[src/rtl/spi_display_regfile_if.sv]
// SPI pin bundle between the SoC SPI master and the display register file.
interface spi_display_regfile_if;
   logic spi_sclk_i;
   logic spi_ss_i;
   logic spi_mosi_i;
   logic spi_miso_o;

   modport slave  (input spi_sclk_i, spi_ss_i, spi_mosi_i, output spi_miso_o);
   modport master (output spi_sclk_i, spi_ss_i, spi_mosi_i, input spi_miso_o);
endinterface

[src/rtl/spi_display_regfile.sv]
// SPI-slave register file feeding an N-digit seven-segment display.
// SPI pins are oversampled in block_clk_i.
// Frames are 16 bits: cmd[15:12] addr[11:8] data[7:0].
// Register map: 0 = enable, 1..NUM_DIGITS = digits, NUM_DIGITS+1 = radix.
module spi_display_regfile #(
   parameter int unsigned NUM_DIGITS   = 8,
   parameter int unsigned SYNC_STAGES  = 2,
   parameter int unsigned SHADOW_EN    = 0,
   parameter logic [7:0]  RESET_ENABLE = 8'h00
) (
   input  logic                    block_clk_i,
   input  logic                    rst_low_i,
   spi_display_regfile_if.slave    spi,
   output logic [4*NUM_DIGITS-1:0] digit_value_o,
   output logic [NUM_DIGITS-1:0]   digit_enable_o,
   output logic [NUM_DIGITS-1:0]   digit_radix_o,
   output logic                    frame_error_o
);
   localparam int unsigned NUM_REGS = NUM_DIGITS + 2;

   typedef enum logic [3:0] {
      CMD_WRITE  = 4'h1,
      CMD_READ   = 4'h2,
      CMD_CLEAR  = 4'h3,
      CMD_COMMIT = 4'h4
   } cmd_e;

   logic [SYNC_STAGES-1:0] sclk_sync_q, ss_sync_q, mosi_sync_q;
   logic       sclk_s, ss_s, mosi_s;
   logic       sclk_prev_q, ss_prev_q;
   logic       armed_q, armed_d;
   logic [4:0] cnt_q, cnt_d;
   logic [14:0] rx_q, rx_d;
   logic [7:0] tx_q, tx_d;
   logic       ovf_q, ovf_d;
   logic       err_q, err_d;
   logic [7:0] wbank_q [NUM_REGS];
   logic [7:0] wbank_d [NUM_REGS];
   logic [7:0] act     [NUM_REGS];

   logic        rise, fall, ss_rise, exec, hdr_done;
   logic [15:0] frame;
   logic [3:0]  hdr_cmd, hdr_addr;
   logic [7:0]  rd_data;

   // Pin synchronisers; ss resets to "selected" so a frame already in flight
   // at reset release is ignored until ss is seen high (see armed_q).
   always_ff @(posedge block_clk_i or negedge rst_low_i) begin
      if (!rst_low_i) begin
         sclk_sync_q <= '1;
         ss_sync_q   <= '0;
         mosi_sync_q <= '0;
      end else begin
         sclk_sync_q <= {sclk_sync_q[SYNC_STAGES-2:0], spi.spi_sclk_i};
         ss_sync_q   <= {ss_sync_q[SYNC_STAGES-2:0],   spi.spi_ss_i};
         mosi_sync_q <= {mosi_sync_q[SYNC_STAGES-2:0], spi.spi_mosi_i};
      end
   end

   assign sclk_s = sclk_sync_q[SYNC_STAGES-1];
   assign ss_s   = ss_sync_q[SYNC_STAGES-1];
   assign mosi_s = mosi_sync_q[SYNC_STAGES-1];

   // Edge events, frame decode and read-back data selection
   always_comb begin
      rise     = armed_q & ~ss_s & sclk_s & ~sclk_prev_q;
      fall     = armed_q & ~ss_s & ~sclk_s & sclk_prev_q;
      ss_rise  = ss_s & ~ss_prev_q;
      frame    = {rx_q, mosi_s};
      exec     = rise && (cnt_q == 5'd15);
      hdr_done = rise && (cnt_q == 5'd7);
      hdr_cmd  = rx_q[6:3];
      hdr_addr = {rx_q[2:0], mosi_s};
      rd_data  = '0;
      for (int unsigned k = 0; k < NUM_REGS; k++) begin
         if (32'(hdr_addr) == k) rd_data = wbank_q[k];
      end
   end

   // Next-state for counter, shifters, error pulse and the written bank
   always_comb begin
      cnt_d   = cnt_q;
      rx_d    = rx_q;
      tx_d    = tx_q;
      ovf_d   = ovf_q;
      err_d   = 1'b0;
      armed_d = armed_q | ss_s;
      wbank_d = wbank_q;
      if (ss_rise) begin
         cnt_d = '0;
         tx_d  = '1;
         ovf_d = 1'b0;
         err_d = ovf_q || ((cnt_q != 5'd0) && (cnt_q != 5'd16));
      end else if (rise) begin
         if (cnt_q == 5'd16) begin
            ovf_d = 1'b1;
         end else begin
            cnt_d = cnt_q + 5'd1;
            rx_d  = frame[14:0];
         end
         if (hdr_done && (hdr_cmd == CMD_READ)) tx_d = rd_data;
      end else if (fall && (cnt_q >= 5'd9) && (cnt_q <= 5'd15)) begin
         tx_d = {tx_q[6:0], 1'b1};
      end
      if (exec) begin
         if (frame[15:12] == CMD_WRITE) begin
            for (int unsigned k = 0; k < NUM_REGS; k++) begin
               if (32'(frame[11:8]) == k) wbank_d[k] = frame[7:0];
            end
         end else if (frame[15:12] == CMD_CLEAR) begin
            for (int unsigned k = 0; k < NUM_REGS; k++) wbank_d[k] = '0;
         end
      end
   end

   // Frame state and written-bank registers
   always_ff @(posedge block_clk_i or negedge rst_low_i) begin
      if (!rst_low_i) begin
         sclk_prev_q <= 1'b1;
         ss_prev_q   <= 1'b0;
         armed_q     <= 1'b0;
         cnt_q       <= '0;
         rx_q        <= '0;
         tx_q        <= '1;
         ovf_q       <= 1'b0;
         err_q       <= 1'b0;
         for (int unsigned k = 0; k < NUM_REGS; k++) wbank_q[k] <= '0;
         wbank_q[0]  <= RESET_ENABLE;
      end else begin
         sclk_prev_q <= sclk_s;
         ss_prev_q   <= ss_s;
         armed_q     <= armed_d;
         cnt_q       <= cnt_d;
         rx_q        <= rx_d;
         tx_q        <= tx_d;
         ovf_q       <= ovf_d;
         err_q       <= err_d;
         wbank_q     <= wbank_d;
      end
   end

   // With shadowing the written bank is the shadow and a separate active
   // bank is loaded on COMMIT; otherwise the written bank drives the outputs.
   if (SHADOW_EN != 0) begin : g_shadow
      logic [7:0] act_q [NUM_REGS];
      logic       commit;
      assign commit = exec && (frame[15:12] == CMD_COMMIT);

      // Active bank copies the shadow bank on COMMIT
      always_ff @(posedge block_clk_i or negedge rst_low_i) begin
         if (!rst_low_i) begin
            for (int unsigned k = 0; k < NUM_REGS; k++) act_q[k] <= '0;
            act_q[0] <= RESET_ENABLE;
         end else if (commit) begin
            act_q <= wbank_q;
         end
      end
      assign act = act_q;
   end else begin : g_direct
      assign act = wbank_q;
   end

   // Display outputs from the active bank
   always_comb begin
      digit_value_o = '0;
      for (int unsigned k = 0; k < NUM_DIGITS; k++) begin
         digit_value_o[4*k +: 4] = act[k+1][3:0];
      end
      digit_enable_o = act[0][NUM_DIGITS-1:0];
      digit_radix_o  = act[NUM_REGS-1][NUM_DIGITS-1:0];
   end

   assign frame_error_o  = err_q;
   assign spi.spi_miso_o = ss_s | tx_q[7];
endmodule

[src/flat_wrapper.sv]
// flat-port wrapper written by rule: the top's interface ports become plain ports
module spi_display_regfile_flat 
#(
   parameter int unsigned NUM_DIGITS   = 8,
   parameter int unsigned SYNC_STAGES  = 2,
   parameter int unsigned SHADOW_EN    = 0,
   parameter logic [7:0]  RESET_ENABLE = 8'h00
)
  (block_clk_i, rst_low_i, digit_value_o, digit_enable_o, digit_radix_o, frame_error_o, spi_spi_sclk_i, spi_spi_ss_i, spi_spi_mosi_i, spi_spi_miso_o);
  spi_display_regfile_if spi_i ();
  input  logic block_clk_i;
  input  logic rst_low_i;
  output logic [4*NUM_DIGITS-1:0] digit_value_o;
  output logic [NUM_DIGITS-1:0] digit_enable_o;
  output logic [NUM_DIGITS-1:0] digit_radix_o;
  output logic frame_error_o;
  input wire logic [$bits(spi_i.spi_sclk_i)-1:0] spi_spi_sclk_i;
  input wire logic [$bits(spi_i.spi_ss_i)-1:0] spi_spi_ss_i;
  input wire logic [$bits(spi_i.spi_mosi_i)-1:0] spi_spi_mosi_i;
  output wire logic [$bits(spi_i.spi_miso_o)-1:0] spi_spi_miso_o;
  assign spi_i.spi_sclk_i = spi_spi_sclk_i;
  assign spi_i.spi_ss_i = spi_spi_ss_i;
  assign spi_i.spi_mosi_i = spi_spi_mosi_i;
  assign spi_spi_miso_o = spi_i.spi_miso_o;
  spi_display_regfile #(.NUM_DIGITS(NUM_DIGITS), .SYNC_STAGES(SYNC_STAGES), .SHADOW_EN(SHADOW_EN), .RESET_ENABLE(RESET_ENABLE)) u_core (.block_clk_i(block_clk_i), .rst_low_i(rst_low_i), .spi(spi_i), .digit_value_o(digit_value_o), .digit_enable_o(digit_enable_o), .digit_radix_o(digit_radix_o), .frame_error_o(frame_error_o));
endmodule
[config.mk]
export PLATFORM = sky130hd
export DESIGN_NAME = spi_display_regfile_flat
export DESIGN_NICKNAME = d
export VERILOG_FILES = /design/src/rtl/spi_display_regfile_if.sv /design/src/rtl/spi_display_regfile.sv /design/src/flat_wrapper.sv
export SDC_FILE = /design/constraint.sdc
export NUM_CORES = 1
export LEC_CHECK = 0
export CORE_MARGIN = 2
export CORE_UTILIZATION = 45
export CTS_CLUSTER_DIAMETER = 80
export DETAILED_ROUTE_END_ITERATION = 10
export PLACE_DENSITY = 0.76
export SLEW_MARGIN = 10
export SYNTH_ARGS = -nofsm -noshare
export SYNTH_HDL_FRONTEND = slang
export SYNTH_SLANG_ARGS = --single-unit
[constraint.sdc]
create_clock -name block_clk_i -period 3.35 [get_ports block_clk_i]
set_input_delay 0.8375 -clock block_clk_i [delete_from_list [all_inputs] [get_ports block_clk_i]]
set_output_delay 0.8375 -clock block_clk_i [all_outputs]
set_load 0.01 [all_outputs]
run_1/placement.png
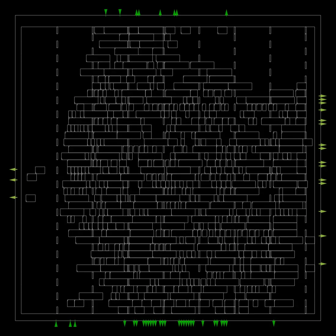
# fillers: 1163
Seq/total area: 44.46%
total core area: 12720 um^2

run_1/flops_by_reg.png
Drawn at 4 px/um. Other sequential cells in the stronger gray, the rest of the logic in the fainter gray.
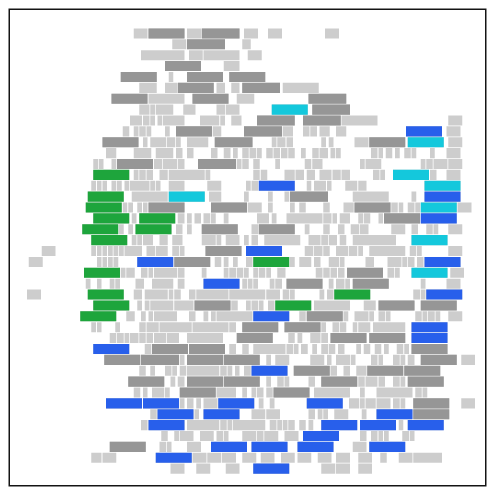
[blue] u_core.digit_value_o | flops: 32
[cyan] u_core.digit_radix_o | flops: 8
[green] u_core.rx_q | flops: 15
not colored: 64
final core utilization: 52.91%
sequential standard cell area: 2993 um^2

==> Slide: Implementation Results, run 1 <==
Physical Implementation Snapshot

Place
  – I/O Buffers: 54
  – Instance area after placement: 6146 um^2
  – Number of cells in the design after placement: about 770
  – Post-DP HPWL: roughly 9500 um
  – Setup slack at placement: approximately 1100 ps
  – Final RePlAce weighted congestion: about 0.87

Worst setup path
  – Crit-path slowest cell: clkdlybuf4s50_1
  – Cells on worst reg2reg path: 6
  – Critical path peak fanout: 8
  – Endpoint of the most critical setup path: spi_spi_miso_o
  – Flop-to-flop setup slack: between 1000 and 1500 ps
  – Depth of the critical timing path with buffers and inverters included: 2
  – Capturing element type of the critical path: output pin
  – Launching point of the worst reg2reg path: u_core.rx_q[0]$_DFFE_PN0P_
  – Capture instance of the worst register-to-register path: u_core.tx_q[3]$_DFFE_PN1P_
  – Crit path from: u_core.ss_sync_q[1]$_DFF_PN0_
  – Startpoint type of the worst setup path: register
  – Cell family with the largest share of critical-path delay: buffers and inverters
  – Largest stage delay, worst path: between 400 and 500 ps
  – Cell chain of the critical path: or2_2, clkdlybuf4s50_1
  – Classification of the worst setup path: reg -> out
  – Crit path buf inv count: 1
  – Data arrival time of the critical path: between 1500 and 2000 ps
  – Critical path data required time: approximately 2500 ps

Logic synthesis
  – Ranking of synthesized cells by instance count: nand2_1 (140), dfrtp_1 (108), o21ai_1 (71)
  – Most numerous cell in the Yosys netlist: nand2_1
  – Register bit count reported by yosys: roughly 120
  – Average instance area after synthesis: around 9.6 um^2
  – Adder and majority cell fraction of the synthesized area: 0.8448%
  – Sequential fraction of the synthesis area: about half
  – Top cells, area: dfrtp_1 (46%), nand2_1 (8.9%), buf_4 (7.3%)
  – Unique cell type count in the Yosys netlist: roughly 60
  – Cell count after synthesis: around 620
  – Area fraction in and, or, nand and nor cells: between 15 and 20%
  – Logic family by area: simple AND/OR/NAND/NOR gates
  – Net count after synthesis: between 600 and 700
  – Fraction of registers with async set or reset after synthesis: 100.0%
  – Mapped cell area: 5924 um^2
  – Number of synthesis warnings: 0
  – Share of Yosys cell area claimed by the top area cell type: ~46%
  – MUX share of area: 4.879%
  – Dominant cell type by area after synthesis: dfrtp_1
  – Number of cell instances after yosys synthesis: 618
  – Compound-gate portion of the synthesized area: between 10% and 20%
  – Post-synth tally of flip-flops with integrated enable: 0
  – Yosys-reported design area after synthesis: 5924 um^2
  – Xor/xnor share: 0.1478%
  – Commonest register cell after synthesis: dfrtp_1

Min path
  – Hold EP: u_core.sclk_sync_q[1]$_DFF_PN1_
  – Startpoint of the most critical hold path: u_core.sclk_sync_q[0]$_DFF_PN1_
  – Worst min path class: reg -> reg
  – Number of instances on the worst hold path: 0

Timing
  – Final tally of setup violations: 0
  – Worst slew margin: between 30% and 40%
  – Max Transition Viols Final: 0
  – Final worst path period need: 2468 ps
  – Clock skew: slightly below 10 ps
  – Fin crit share: 73.67%
  – RSZ-0062 raised after global routing: no
  – Worst Tran Pin Value: between 900 and 1000 ps
  – Hold Violations, Final: 0
  – Final total negative setup slack: 0 ps
  – Smallest hold slack: around 360 ps
  – Worst Setup Slack, final: ~880 ps
  – Achievable clock frequency: 405.2 MHz

Pwr
  – Combinational-cell power consumption: 194 uW
  – Pwr dens: between 500 and 600 nW/um^2
  – Group drawing the most power: clock
  – Clk network pwr share: roughly 50%
  – Pwr Total: around 3.6 mW
  – Clock net power: about 1.8 mW
  – Leakage power summed over all cells: ~2.8 nW
  – Part of the power in registers: between 40 and 50%
  – Max VDD drop: approximately 0.41 mV
  – Switching Fraction: approximately a quarter
  – Combinational power share: 5.5%
  – P_seq: 1.58 mW
  – Internal portion of total power: between 2 and 3 mW
  – Net load switching power: between 800 and 900 uW

Floorplanning
  – Starting utilization of the core area: a little under half
  – Standard-cell row count: slightly above 40
  – Vert. Die Dim: ~120 um
  – Chip width: around 120 um
  – Die Footprint: between 10000 and 15000 um^2
  – Number of top-level pins: about 55

Final layout
  – Fraction of final layout cells sized beyond drive strength 1: between 10% and 20%
  – NumNets Final: 622
  – Number of standard cells in the layout, taps in and fillers out: about 800
  – Antenna diode instance count: 0
  – Layout-stage area growth over the synthesis result: 13.62%
  – Final design area excluding fillers: 6731 um^2

Outcome
  – Outcome: complete, no violations

Clocking
  – CTS tree: yes
  – Total number of clock tree sinks: about 120
  – Number of buffers inserted for hold repair after clock tree synthesis: 0
  – # resized after CTS: 0
  – TritonCTS buffer count: 17
  – Clock Latency Late Sink: approximately 400 ps
  – H-tree depth reported by CTS: 4
  – Clock tree root driver cell: clkbuf_16
  – Reg clk slew, reported paths: ~50 ps
  – Post-CTS Setup Bufs: 0
  – Clock Path Buffers: 2

Global routing
  – Total global routing overflow: 0
  – Largest net degree at the start of global routing: approximately 56
  – Antenna violations before repair: 0
  – Number of global-route vias before repair: about 4400
  – Global-route wire length before repair: between 20000 and 25000 um

Route
  – Antenna Violating Nets Remaining: 0
  – DRC marker count from the first detailed-route iteration: 424
  – Average vias per placed instance: 5.457
  – Post-route DRC violation count: 0
  – Number of search-and-repair iterations in the first detailed-routing pass: 7

Job
  – Tool Warnings: 28
  – Max_cap viols: 0
run_1/metal_density.png
Drawn at 3 px/um. The die is cut into 24 by 24 equal tiles; dark blue is low, red is high, scaled to the fullest tile. Values are wire area over tile area, all layers added.
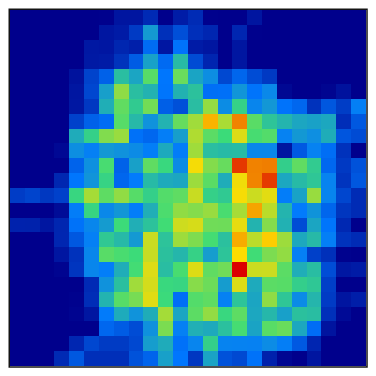
fullest tile: 0.62
emptiest ninth of the die: north-west
densest ninth of the die: center
overall routed net length: 13760 um
aggregate global-route resource usage: 20.85%
routed wirelength normalized by instance count: 17.27 um
number of vias after detailed routing: 4349

run 1: final cells by class:
class,count,area (um^2)
Fill cell,1163,5991
Clock buffer,23,488.0
Clock inverter,8,97.59
Timing Repair Buffer,60,595.6
Multi-Input combinational cell,401,2290
Sequential cell,119,2993
Inverter,14,52.55
Tap cell,172,215.2
run 1: layout by cell type (no fill, tap or decap), types with 13 or more instances in the layout:
cell type	instances
a21oi_1	19
o21ai_1	71
nand2_1	140
dfrtp_1	107
inv_1	13
nor2_1	23
clkbuf_16	17
o21ai_0	24
clkdlybuf4s50_1	53
run 1: routing by layer:
metal | global-route usage [%] | up-vias | part of all wire, %
met2 | 31.97 | 131 | 47
met4 | 9.077 | 0 | 2.8
li1 | - | 2084 | -
met3 | 4.778 | 35 | 5.8
met5 | 0 | - | 0
met1 | 28.40 | 2099 | 44
run_1/wires.png
Drawn at 3 px/um. Two of the layers only.
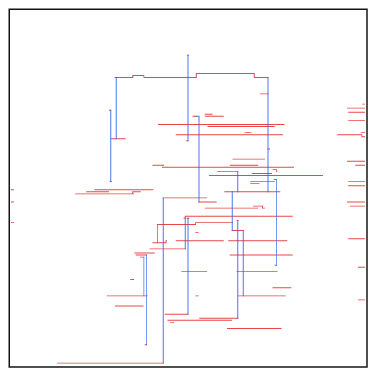

==> run 2, diff against run 1 <==
--- a/config.mk
+++ b/config.mk
@@ -9,7 +9,7 @@
 export CORE_UTILIZATION = 45
 export CTS_CLUSTER_DIAMETER = 80
 export DETAILED_ROUTE_END_ITERATION = 10
-export PLACE_DENSITY = 0.76
+export PLACE_DENSITY = 0.79
 export SLEW_MARGIN = 10
 export SYNTH_ARGS = -nofsm -noshare
 export SYNTH_HDL_FRONTEND = slang
==> constraint.sdc (replaced) <==
create_clock -name block_clk_i -period 2.2 [get_ports block_clk_i]
set_input_delay 0.55 -clock block_clk_i [delete_from_list [all_inputs] [get_ports block_clk_i]]
set_output_delay 0.55 -clock block_clk_i [all_outputs]
set_load 0.01 [all_outputs]
run_2/wires.png
Drawn at 3 px/um. Two of the layers only.
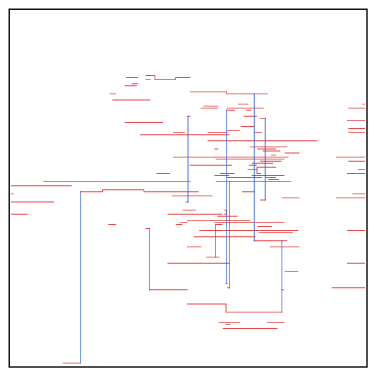
[blue] metal 4 | wire length: 310 um
[red] metal 3 | wire length: 931 um
number of vias after detailed routing: 4584
overall routed net length: 14300 um
aggregate global-route resource usage: 21.34%
routed wirelength normalized by instance count: 17.59 um

==> run 2 against run 1 <==
Worst hold slack worse by 260 ps. Critical endpoint unchanged. Combinational power increased by 110%. Clock skew fell by 1.3 ps. Routed wire length up 3.9%. Via count is 5.4% higher. First-iteration DRC count is 1.4% lower. Sequential share of layout area fell by 1.3 points. Highest routed layer unchanged. Global-route usage is 0.49 points higher. Design area grew 3.1%. Utilization increased by 1.6 points. Critical path depth unchanged. Largest cell class unchanged.
==> Slide: Implementation Results, run 2 <==
Physical Implementation Snapshot

Outcome
  – Outcome: complete, no violations (unchanged)

Global routing
  – Number of global-route vias before repair: 4461 (was 4380)
  – Total global routing overflow: 0 (unchanged)
  – Global route hottest layer: met2 (unchanged)
  – Met1 capacity usage during global routing: 27.62% (was 28.40%)
  – Largest net degree at the start of global routing: 54 (was 56)
  – Antenna violations before repair: 0 (unchanged)
  – Global routing usage on met3: 5.116% (was 4.778%)
  – Global-route wire length before repair: 23380 um (was 22980 um)

Timing
  – Max Transition Viols Final: 0 (unchanged)
  – Worst Tran Pin Value: 729.9 ps (was 917.8 ps)
  – Final worst path period need: ~2100 ps
  – Final tally of setup violations: 0 (unchanged)
  – Hold Violations, Final: 0 (unchanged)
  – Worst slew margin: 51.33% (was 38.81%)
  – Clock skew: 8.410 ps (was 9.729 ps)
  – Smallest hold slack: 91.28 ps (was 355.1 ps)
  – Worst Setup Slack, final: 76.11 ps (was 882.1 ps)
  – Fin crit share: just under 100%
  – Achievable clock frequency: between 400 and 500 MHz

Final layout
  – NumNets Final: 637 (was 622)
  – Antenna diode instance count: 0 (unchanged)
  – Fraction of final layout cells sized beyond drive strength 1: 15.13% (was 12.48%)
  – Final core utilization: 54.55% (was 52.91%)
  – Layout-stage area growth over the synthesis result: 17.15% (was 13.62%)
  – Dominant logic cell types in the final layout: nand2_1 (140), dfrtp_1 (106), o21ai_1 (71) (was nand2_1 (140), dfrtp_1 (107), o21ai_1 (71))
  – Number of standard cells in the layout, taps in and fillers out: 813 (was 797)

Worst setup path
  – Critical path peak fanout: 4 (was 8)
  – Capture instance of the worst register-to-register path: u_core.digit_enable_o[2]$_DFFE_PN0P_ (was u_core.tx_q[3]$_DFFE_PN1P_)
  – Cells on worst reg2reg path: 5 (was 6)
  – Crit path from: u_core.ss_sync_q[1]$_DFF_PN0_ (unchanged)
  – Critical path data required time: 1650 ps (was 2510 ps)
  – Flop-to-flop setup slack: 160 ps (was 1020 ps)
  – Startpoint type of the worst setup path: register (unchanged)
  – Launching point of the worst reg2reg path: u_core.rx_q[13]$_DFFE_PN0P_ (was u_core.rx_q[0]$_DFFE_PN0P_)

Route
  – Highest signal layer in the routed design: met4 (unchanged)
  – DRC marker count from the first detailed-route iteration: 418 (was 424)
  – Routed metal-1 wirelength: 5951 um (was 6075 um)
  – Routed met3 length: 930 um (was 798 um)

Floorplanning
  – Number of top-level pins: 55 (unchanged)
  – Starting utilization of the core area: 46.57% (unchanged)
  – Vert. Die Dim: 118.7 um (unchanged)
  – Die Footprint: 14100 um^2 (unchanged)

Clocking
  – # resized after CTS: 0 (unchanged)
  – H-tree depth reported by CTS: 4 (unchanged)
  – Total number of clock tree sinks: 119 (unchanged)
  – CTS tree: yes (unchanged)
  – Reg clk slew, reported paths: 50 ps (about the same)

Logic synthesis
  – Cell count after synthesis: 618 (unchanged)
  – Mapped cell area: 5924 um^2 (unchanged)
  – Compound-gate portion of the synthesized area: 15.78% (unchanged)
  – Yosys-reported design area after synthesis: 5924 um^2 (unchanged)
  – Area fraction in and, or, nand and nor cells: 17.00% (unchanged)
  – Number of cell instances after yosys synthesis: 618 (unchanged)
  – Unique cell type count in the Yosys netlist: 60 (unchanged)
  – Average instance area after synthesis: 9.586 um^2 (unchanged)
  – Post-synth tally of flip-flops with integrated enable: 0 (unchanged)
  – Xor/xnor share: 0.1478% (unchanged)
  – Number of synthesis warnings: 0 (unchanged)
  – Register bit count reported by yosys: 119 (unchanged)
  – MUX share of area: 4.879% (unchanged)
  – Share of Yosys cell area claimed by the top area cell type: 45.62% (unchanged)
  – Sequential fraction of the synthesis area: 50.50% (unchanged)
  – Commonest register cell after synthesis: dfrtp_1 (unchanged)
  – Adder and majority cell fraction of the synthesized area: 0.8448% (unchanged)
  – Top cells, area: dfrtp_1 (46%), nand2_1 (8.9%), buf_4 (7.3%) (unchanged)
  – Net count after synthesis: 627 (unchanged)

Pwr
  – Clock net power: 3.05 mW (was 1.78 mW)
  – Combinational power share: 7.0% (was 5.5%)
  – P_seq: 2.35 mW (was 1.58 mW)
  – Internal portion of total power: 4.478 mW (was 2.724 mW)
  – Pwr dens: 837.8 nW/um^2 (was 527.7 nW/um^2)
  – Part of the power in registers: 40.5% (was 44.4%)
  – Clk network pwr share: 52.5% (was 50.1%)
  – Group drawing the most power: clock (unchanged)
  – Leakage power summed over all cells: 2.879 nW (was 2.769 nW)
  – Net load switching power: 1.337 mW (was 828.3 uW)
  – Switching Fraction: 22.99% (was 23.32%)
  – Pwr Total: 5.815 mW (was 3.552 mW)

Place
  – Final RePlAce weighted congestion: 0.9225 (was 0.8734)
  – Instance area after placement: 6264 um^2 (was 6146 um^2)
  – Number of cells in the design after placement: 780 (was 766)
  – Post-DP HPWL: 9684 um (was 9480 um)
  – I/O Buffers: 54 (unchanged)

Min path
  – Worst min path class: in -> async (was reg -> reg)
## run 2: cell counts after synthesis
No cell type changed its count.
## run 2: logic make-up after synthesis
group                    Yosys count
multiplexers                      20
flip-flops                       119
AND/OR/NAND/NOR                  222
XOR/XNOR                           1
buffers and inverters             98
AND-OR/OR-AND                    154
adder cells (fa/ha/maj)            4
## run 2: final cells by class
| cell class | instances | area, um^2 |
|---|---|---|
| Tap cell | 172 | 215.2 |
| Inverter | 14 | 52.55 |
| Sequential cell | 119 | 2994 |
| Clock buffer | 20 | 456.7 |
| Clock inverter | 12 | 198.9 |
| Fill cell | 1084 | 5782 |
| Timing Repair Buffer | 75 | 720.7 |
| Multi-Input combinational cell | 401 | 2302 |
## run 2: critical path, stage by stage (launching register included)
cell and delay (ps):
dfrtp_1 390, or2_2 300, clkdlybuf4s50_1 480
run_2/flops_by_reg.png
Drawn at 4 px/um. Other sequential cells in the stronger gray, the rest of the logic in the fainter gray.
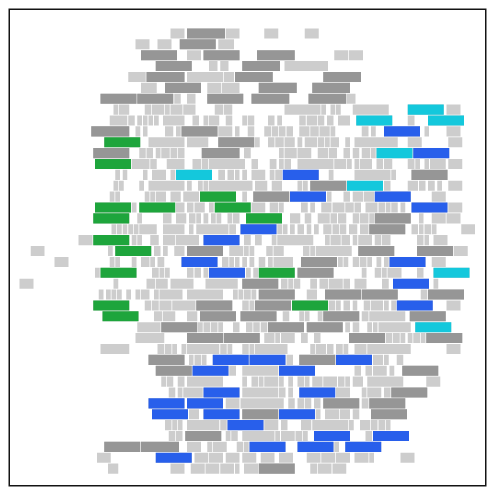

==> run 3, diff against run 2 <==
--- a/config.mk
+++ b/config.mk
@@ -9,7 +9,7 @@
 export CORE_UTILIZATION = 45
 export CTS_CLUSTER_DIAMETER = 80
 export DETAILED_ROUTE_END_ITERATION = 10
-export PLACE_DENSITY = 0.79
+export PLACE_DENSITY = 0.68
 export SLEW_MARGIN = 10
 export SYNTH_ARGS = -nofsm -noshare
 export SYNTH_HDL_FRONTEND = slang
run_3/flops_by_reg.png
Drawn at 4 px/um. Other sequential cells in the stronger gray, the rest of the logic in the fainter gray.
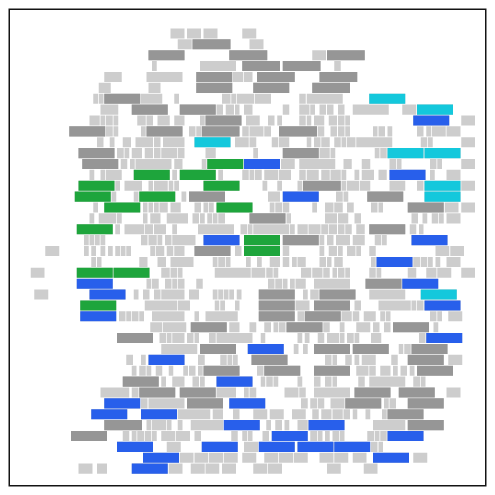
[cyan] u_core.digit_radix_o | flops: 8
[green] u_core.rx_q | flops: 15
[blue] u_core.digit_value_o | flops: 32

==> run 3 against run 2 <==
Design area fell by 2.5%. Clock-buffer cell count rose by 3. Die size did not move. Clock skew barely moved. Utilization fell by 1.3 points. First-iteration DRC count fell by 11%. Worst hold slack got worse by 40 ps. Sequential share of layout area rose by 1.1 points. Cell count fell by 0.25%. Clock power fell by 23%.
==> Slide: Implementation Results, run 3 <==
Physical Implementation Snapshot

Outcome
  – Outcome: complete, no violations (unchanged)

Final layout
  – Number of multi-input logic gates: 401 (unchanged)
  – FFs & Latches: 119 (unchanged)
  – Non-Clock Buffer Area Fraction: 10.57% (was 10.38%)
  – Fraction of final layout cells sized beyond drive strength 1: 14.24% (was 15.13%)
  – Number of standard cells in the layout, taps in and fillers out: 811 (was 813)
  – Sequential standard cell area: 2993 um^2 (was 2994 um^2)
  – Seq/total area: 44.21% (was 43.14%)
  – Non-clock inverter count in the final layout: 14 (unchanged)
  – Layout-stage area growth over the synthesis result: 14.26% (was 17.15%)
  – NumNets Final: 638 (was 637)
  – Top logic cell by instance count in the layout: nand2_1 (unchanged)
  – Final design area excluding fillers: 6769 um^2 (was 6940 um^2)
  – Final core utilization: 53.21% (was 54.55%)
  – # fillers: 1170 (was 1084)

Worst setup path
  – Critical path data required time: 1650 ps (about the same)
  – Cell family with the largest share of critical-path delay: flip-flops (was buffers and inverters)
  – Crit path from: u_core.tx_q[7]$_DFFE_PN1P_ (was u_core.ss_sync_q[1]$_DFF_PN0_)
  – Capture instance of the worst register-to-register path: u_core.act[71]$_DFFE_PN0P_ (was u_core.digit_enable_o[2]$_DFFE_PN0P_)
  – Launching point of the worst reg2reg path: u_core.cnt_q[0]$_DFFE_PN0P_ (was u_core.rx_q[13]$_DFFE_PN0P_)
  – Endpoint of the most critical setup path: spi_spi_miso_o (unchanged)
  – Flop-to-flop setup slack: 150 ps (was 160 ps)
  – Startpoint type of the worst setup path: register (unchanged)
  – Depth of the critical timing path with buffers and inverters included: 2 (unchanged)
  – Critical path peak fanout: 2 (was 4)
  – Crit path buf inv count: 1 (unchanged)
  – Cell chain of the critical path: or2_2, clkdlybuf4s50_1 (unchanged)
  – Crit-path slowest cell: dfstp_2 (was clkdlybuf4s50_1)
  – Cells on worst reg2reg path: 7 (was 5)
  – Classification of the worst setup path: reg -> out (unchanged)

Timing
  – Hold Violations, Final: 0 (unchanged)
  – Worst Setup Slack, final: 97.28 ps (was 76.11 ps)
  – Worst Tran Pin Value: 742.6 ps (was 729.9 ps)
  – Clock skew: 8.717 ps (was 8.410 ps)
  – RSZ-0062 raised after global routing: yes
  – Smallest hold slack: 51.18 ps (was 91.28 ps)
  – Final worst path period need: 2103 ps (was 2124 ps)

Global routing
  – Antenna violations before repair: 0 (unchanged)
  – Global routing usage on met3: 4.102% (was 5.116%)
  – Global route hottest layer: met2 (unchanged)

Pwr
  – Net load switching power: 1.236 mW (was 1.337 mW)
  – Part of the power in registers: 45.9% (was 40.5%)
  – Internal portion of total power: 3.868 mW (was 4.478 mW)
  – Max VDD drop: 0.6122 mV (was 0.6587 mV)
  – Leakage power summed over all cells: 2.823 nW (was 2.879 nW)
  – Pwr dens: 754.0 nW/um^2 (was 837.8 nW/um^2)

Place
  – Number of cells in the design after placement: 781 (was 780)
  – Post-DP HPWL: 10080 um (was 9684 um)
  – I/O Buffers: 54 (unchanged)
  – Final RePlAce weighted congestion: 0.9106 (was 0.9225)
  – Instance area after placement: 6259 um^2 (was 6264 um^2)
  – Setup slack at placement: 135.7 ps (was 155.7 ps)

Route
  – Average vias per placed instance: 5.462 (was 5.638)
  – Number of vias after detailed routing: 4430 (was 4584)
  – Number of search-and-repair iterations in the first detailed-routing pass: 5 (was 6)
  – Overall routed net length: 14350 um (was 14300 um)

Logic synthesis
  – Compound-gate portion of the synthesized area: 15.78% (unchanged)
  – Adder and majority cell fraction of the synthesized area: 0.8448% (unchanged)
  – Top cells, area: dfrtp_1 (46%), nand2_1 (8.9%), buf_4 (7.3%) (unchanged)
  – Unique cell type count in the Yosys netlist: 60 (unchanged)
  – Average instance area after synthesis: 9.586 um^2 (unchanged)
  – Most numerous cell in the Yosys netlist: nand2_1 (unchanged)
  – Post-synth tally of flip-flops with integrated enable: 0 (unchanged)
  – Share of Yosys cell area claimed by the top area cell type: 45.62% (unchanged)
  – Net count after synthesis: 627 (unchanged)
  – Yosys-reported design area after synthesis: 5924 um^2 (unchanged)
  – Number of cell instances after yosys synthesis: 618 (unchanged)
  – Mapped cell area: 5924 um^2 (unchanged)

Floorplanning
  – Standard-cell row count: 41 (unchanged)
  – Well tap count: 172 (unchanged)
  – Total core area: 12720 um^2 (unchanged)
  – Starting utilization of the core area: 46.57% (unchanged)
  – Vert. Die Dim: 118.7 um (unchanged)
  – Number of top-level pins: 55 (unchanged)

Clocking
  – H-tree depth reported by CTS: 4 (unchanged)
  – Clock Path Buffers: 2 (unchanged)
  – Clock Latency Late Sink: 410 ps (about the same)
  – Clock tree root driver cell: clkbuf_16 (unchanged)
  – CTS tree: yes (unchanged)
  – Number of buffers inserted for hold repair after clock tree synthesis: 0 (unchanged)

Min path
  – Worst min path class: in -> async (unchanged)
[run 3: routing by layer]
| metal | part of all wire (%) | vias up |
|---|---|---|
| met3 | 4.7 | 26 |
| met1 | 45 | 2174 |
| met2 | 48 | 136 |
| li1 | - | 2094 |
| met4 | 2.6 | 0 |
| met5 | 0 | - |
[run 3: power groups by stage]
stage	sequential [mW]	clock [mW]	combinational [mW]
6_report	2.34	2.35	0.411
5_1_grt	2.35	2.49	0.452
4_1_cts	2.34	2.38	0.410
3_5_place_dp	2.38	0	0.404
3_3_place_gp	2.37	0	0.394
2_1_floorplan	2.34	0	0.264
[run 3: what timing repair did]
item,CTS,global route
setup buffers,1,0
endpoints found under the hold margin,0,0
setup endpoints to repair,1,2
resized,0,1

==> gallery <==
Nets reached from selected ports.
Drawn at 4 px/um.
Plate I
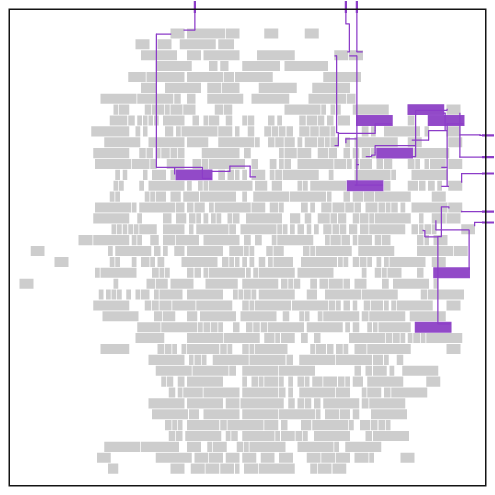
Plate II
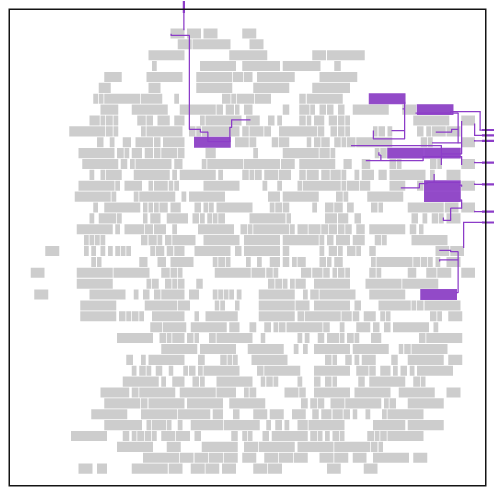
run 2 -> Plate I
run 3 -> Plate II

Key to Plate I:
[purple] digit_radix_o | bits: 8 | direction: output | edge: 5 east, 3 north | end cells: 8 | buffers: 8 | wire: 362 um

Power figures rest on the tool's default switching activity, not on a simulated workload.
